<file path="src/rtl/arith_pkg.sv">
// Shared definitions for the serial subtractor.
//   state_t   : control states of the bit-serial engine
//   WIDTH_DEF : default operand/result width
package arith_pkg;

  typedef enum logic [1:0] {
    IDLE  = 2'd0,
    SHIFT = 2'd1,
    DONE  = 2'd2
  } state_t;

  localparam int WIDTH_DEF = 4;

endpackage

</file>
<file path="src/rtl/full_subtractor.sv">
// One-bit full subtractor: d = a - b - bin, with borrow out.
// Ports:
//   a, b  : minuend / subtrahend bits
//   bin   : borrow in
//   d     : difference bit
//   bout  : borrow out
module full_subtractor (
  input  logic a,
  input  logic b,
  input  logic bin,
  output logic d,
  output logic bout
);

  assign d    = a ^ b ^ bin;
  assign bout = (~a & b) | (~(a ^ b) & bin);

endmodule

</file>
<file path="src/rtl/serial_subtractor.sv">
// Bit-serial unsigned/two's-complement subtractor. Operands are captured on
// a valid/ready handshake, processed LSB first over WIDTH cycles, and the
// result is held under a valid/ready output handshake.
// Ports:
//   clk, rst_n          : clock, asynchronous active-low reset
//   in_valid / in_ready : operand handshake (ready only when idle)
//   A, B                : minuend, subtrahend
//   out_valid/out_ready : result handshake
//   diff                : (A - B) mod 2^WIDTH
//   borrow              : 1 iff A < B (unsigned)
//   overflow            : signed two's-complement overflow
module serial_subtractor
  import arith_pkg::*;
#(
  parameter int WIDTH = WIDTH_DEF
) (
  input  logic             clk,
  input  logic             rst_n,
  input  logic             in_valid,
  output logic             in_ready,
  input  logic [WIDTH-1:0] A,
  input  logic [WIDTH-1:0] B,
  output logic             out_valid,
  input  logic             out_ready,
  output logic [WIDTH-1:0] diff,
  output logic             borrow,
  output logic             overflow
);

  localparam int                CNT_W = $clog2(WIDTH + 1);
  localparam logic [CNT_W-1:0]  LAST  = CNT_W'(WIDTH - 1);

  state_t           state_q, state_d;
  logic [WIDTH-1:0] a_q, a_d;
  logic [WIDTH-1:0] b_q, b_d;
  logic [WIDTH-1:0] diff_q, diff_d;
  logic             brw_q, brw_d;
  logic             ovf_q, ovf_d;
  logic [CNT_W-1:0] cnt_q, cnt_d;

  logic fs_d;
  logic fs_bout;

  full_subtractor u_fs (
    .a    (a_q[0]),
    .b    (b_q[0]),
    .bin  (brw_q),
    .d    (fs_d),
    .bout (fs_bout)
  );

  always_comb begin
    state_d = state_q;
    a_d     = a_q;
    b_d     = b_q;
    diff_d  = diff_q;
    brw_d   = brw_q;
    ovf_d   = ovf_q;
    cnt_d   = cnt_q;
    unique case (state_q)
      IDLE: begin
        if (in_valid) begin
          a_d     = A;
          b_d     = B;
          brw_d   = 1'b0;
          cnt_d   = '0;
          state_d = SHIFT;
        end
      end
      SHIFT: begin
        // Operands shift right so bit 0 is always the current bit; on the
        // last cycle bit 0 holds the original sign bits of A and B.
        a_d    = {1'b0, a_q[WIDTH-1:1]};
        b_d    = {1'b0, b_q[WIDTH-1:1]};
        diff_d = {fs_d, diff_q[WIDTH-1:1]};
        brw_d  = fs_bout;
        cnt_d  = cnt_q + CNT_W'(1);
        if (cnt_q == LAST) begin
          ovf_d   = (a_q[0] ^ b_q[0]) & (fs_d ^ a_q[0]);
          state_d = DONE;
        end
      end
      DONE: begin
        if (out_ready) state_d = IDLE;
      end
      default: state_d = IDLE;
    endcase
  end

  always_ff @(posedge clk or negedge rst_n) begin
    if (!rst_n) begin
      state_q <= IDLE;
      a_q     <= '0;
      b_q     <= '0;
      diff_q  <= '0;
      brw_q   <= 1'b0;
      ovf_q   <= 1'b0;
      cnt_q   <= '0;
    end else begin
      state_q <= state_d;
      a_q     <= a_d;
      b_q     <= b_d;
      diff_q  <= diff_d;
      brw_q   <= brw_d;
      ovf_q   <= ovf_d;
      cnt_q   <= cnt_d;
    end
  end

  assign in_ready  = (state_q == IDLE);
  assign out_valid = (state_q == DONE);
  assign diff      = diff_q;
  assign borrow    = brw_q;
  assign overflow  = ovf_q;

endmodule

</file>
<file path="config.mk">
export PLATFORM = sky130hd
export DESIGN_NAME = serial_subtractor
export DESIGN_NICKNAME = d
export VERILOG_FILES = /design/src/rtl/arith_pkg.sv /design/src/rtl/full_subtractor.sv /design/src/rtl/serial_subtractor.sv
export SDC_FILE = /design/constraint.sdc
export NUM_CORES = 1
export LEC_CHECK = 0
export CAP_MARGIN = 20
export CELL_PAD_IN_SITES_DETAIL_PLACEMENT = 1
export CELL_PAD_IN_SITES_GLOBAL_PLACEMENT = 1
export CORE_ASPECT_RATIO = 1.75
export CORE_MARGIN = 4
export CORE_UTILIZATION = 38
export CTS_BUF_LIST = sky130_fd_sc_hd__clkbuf_4 sky130_fd_sc_hd__clkbuf_8 sky130_fd_sc_hd__clkbuf_16
export DETAILED_ROUTE_END_ITERATION = 10
export PLACE_DENSITY = 0.78
export SLEW_MARGIN = 20
export SYNTH_ARGS = -nofsm -noshare
export SYNTH_HDL_FRONTEND = slang
export SYNTH_SLANG_ARGS = --single-unit
</file>
<file path="constraint.sdc">
create_clock -name clk -period 1.8 [get_ports clk]
set_clock_uncertainty 0.1 [all_clocks]
set_input_delay 0.54 -clock clk [delete_from_list [all_inputs] [get_ports clk]]
set_output_delay 0.54 -clock clk [all_outputs]
set_load 0.005 [all_outputs]
</file>
detail.png
Region (8, 7) to (38, 37) um. Cells in gray, sequential cells in the stronger gray; small squares are vias.
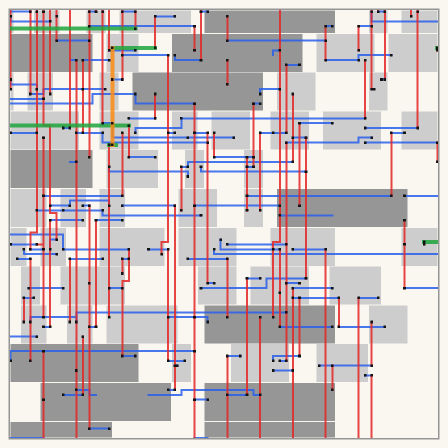
- green: metal 3
- blue: metal 1
- orange: metal 4
- red: metal 2
- most frequent: dfrtp_1 (10), o21ai_0 (8), buf_4 (6)
- netlist names of flops here include: diff (3), cnt_q (2), state_q (2)
- sequential cells in the window: 10
- cells with their middle in the window: 55

congestion.png
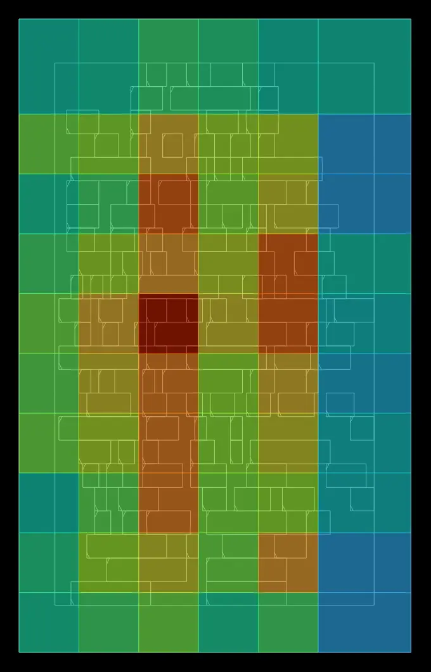
GRT Total Usage: 0.158
busiest grt layer: met2

==> ci_impl_report.md <==
## Synthesis and layout report

| Metric | Value |
|---|---|
| Data required, critical path | 1160 ps |
| Post-DP HPWL | 1.73 mm |
| Sw power | 0.780 mW |
| Met3 wire length | 84 um |
| N_diodes | 0 |
| M1 wire length | 852 um |
| Post-synth area hogs | dfrtp_1 52%, o22ai_1 8.2%, o21ai_0 6.5% |
| Crit-path max FO | 2 |
| Worst R2R Start | borrow |
| Most common logic cells in the final layout | 19 x dfrtp_1, 14 x clkdlybuf4s50_1, 14 x buf_4 |
| Pwr Total | 2.20 mW |
| Placed insts | 133 |
| First-pass GRT wire length | 3.79 mm |
| Final-layout clock buffer total | 4 |
| Inverters | 7 |
| Ys Warns | 0 |
| Critical path depth in cells | 1 |
| Post-Synthesis Cells | 84 |
| Worst path arrival time | 1110 ps |
| Min Hold Slack | 412 ps |
| I/O Pins | 20 |
| Part of the power in registers | 0.346 |
| Setup_tns | 0 ps |
| Post-cts gate resize count | 2 |
| Top-area cell share | 0.517 |
| Most numerous cell in the Yosys netlist | dfrtp_1 |
| Worst Hold End | cnt_q[0] |
| Endpoints failing hold | 0 |
| DP Worst Slack | 22.9 ps |
| DRT Pass-1 Iters | 4 |
| Hold buffer count at CTS | 0 |
| Aoi share | 0.193 |
| Seq share, synth | 0.517 |
| WHS Path Cells | 1 |
| Most numerous logic cell after layout | dfrtp_1 |
| Primary FF master, synth | dfrtp_1 |
| Top power group | combinational logic |
| Fin area | 1260 um2 |
| Max stage delay on crit path | 510 ps |
| Cell family contributing the most delay on the critical path | buffers and inverters |
| NumNets Final | 134 |
| Final period util | 0.972 |
| Layout cells sized above 1 | 0.231 |
| Hold path start | cnt_q[0] |
| DR DRC count | 0 |
| XOR Share, Synth | 0.00952 |
| Seq/total area | 0.378 |
| Switching share of total power | 0.355 |
| Met3 Usage GRT | 0.0198 |
| CTS tree | built |
| Final min period | 1750 ps |
| Cell count in the Yosys report | 84 |
| Yosys reg bits | 19 |
| Status | finished clean |
| Die Height | 73.1 um |
| Synth top cells by count | 19 x dfrtp_1, 12 x o21ai_0, 12 x o22ai_1, 7 x a21oi_1, 6 x inv_1 |
| Pwr dens | 1750 nW/um2 |
| EDFF count, synth | 0 |
| Met1 Use GR | 0.193 |
| Slew Limit Fails | 0 |
| IO Port Bufs | 19 |
| Number of global-route vias before repair | 819 |
| Clk pwr | 0.310 mW |
| Iter 0 DRT Violations | 18 |
| RR Endpoint | overflow |
| Reg2Reg Setup Slack | 130 ps |
| RSZ-0062 raised after global routing | false |
| Met2 WL | 1.26 mm |
| Top class by area | flip-flops and latches |
| NonClk Buf Share | 0.240 |
| DR vias/cell | 5.37 |
| Sequential cell count | 19 |
| Seq power | 0.760 mW |
| Die Size | 3300 um2 |
| Average size of a mapped cell | 10.9 um2 |
| Synthesized Nets | 100 |
| Die width | 45.2 um |
| Num CTS Buffers | 3 |
logic_types.png
Drawn at 10 px/um.
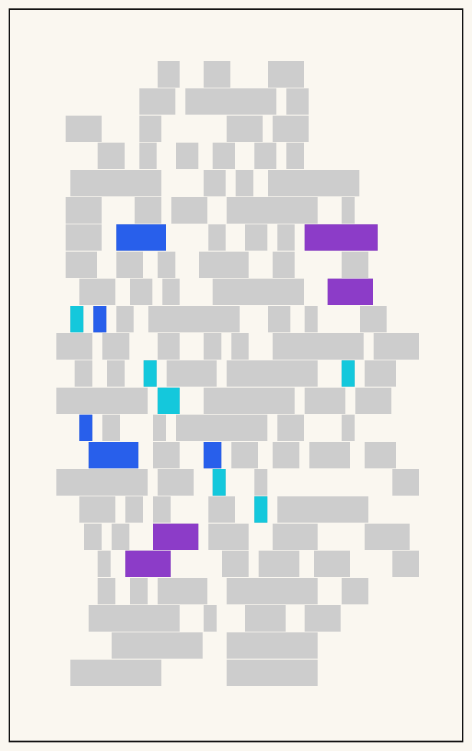
- blue: NAND gates (cells 5; where west)
- purple: adder and majority cells (cells 4)
- cyan: NOR gates (cells 6)
Post-Layout Cell Count: 142
logic share of the area: 0.298

metal_density.png
Drawn at 6 px/um. 9 x 15 tiles, from white (low) to dark blue (high), scaled to the fullest tile. Values are wire area over tile area, all layers added.
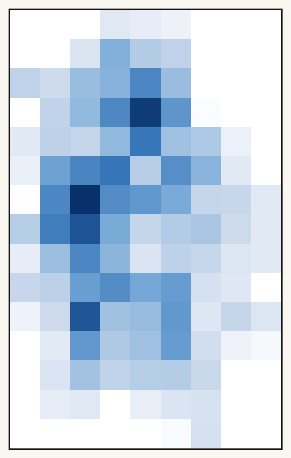
- emptiest ninth of the die: north-east
- tiles over half the peak: 18%
- fullest tile: 0.41
total vias in the final route: 762
Routed wire per std cell: 15.7 um
final wirelength: 2.23 mm

No activity file was given, so power comes from the tool's default toggle rates.
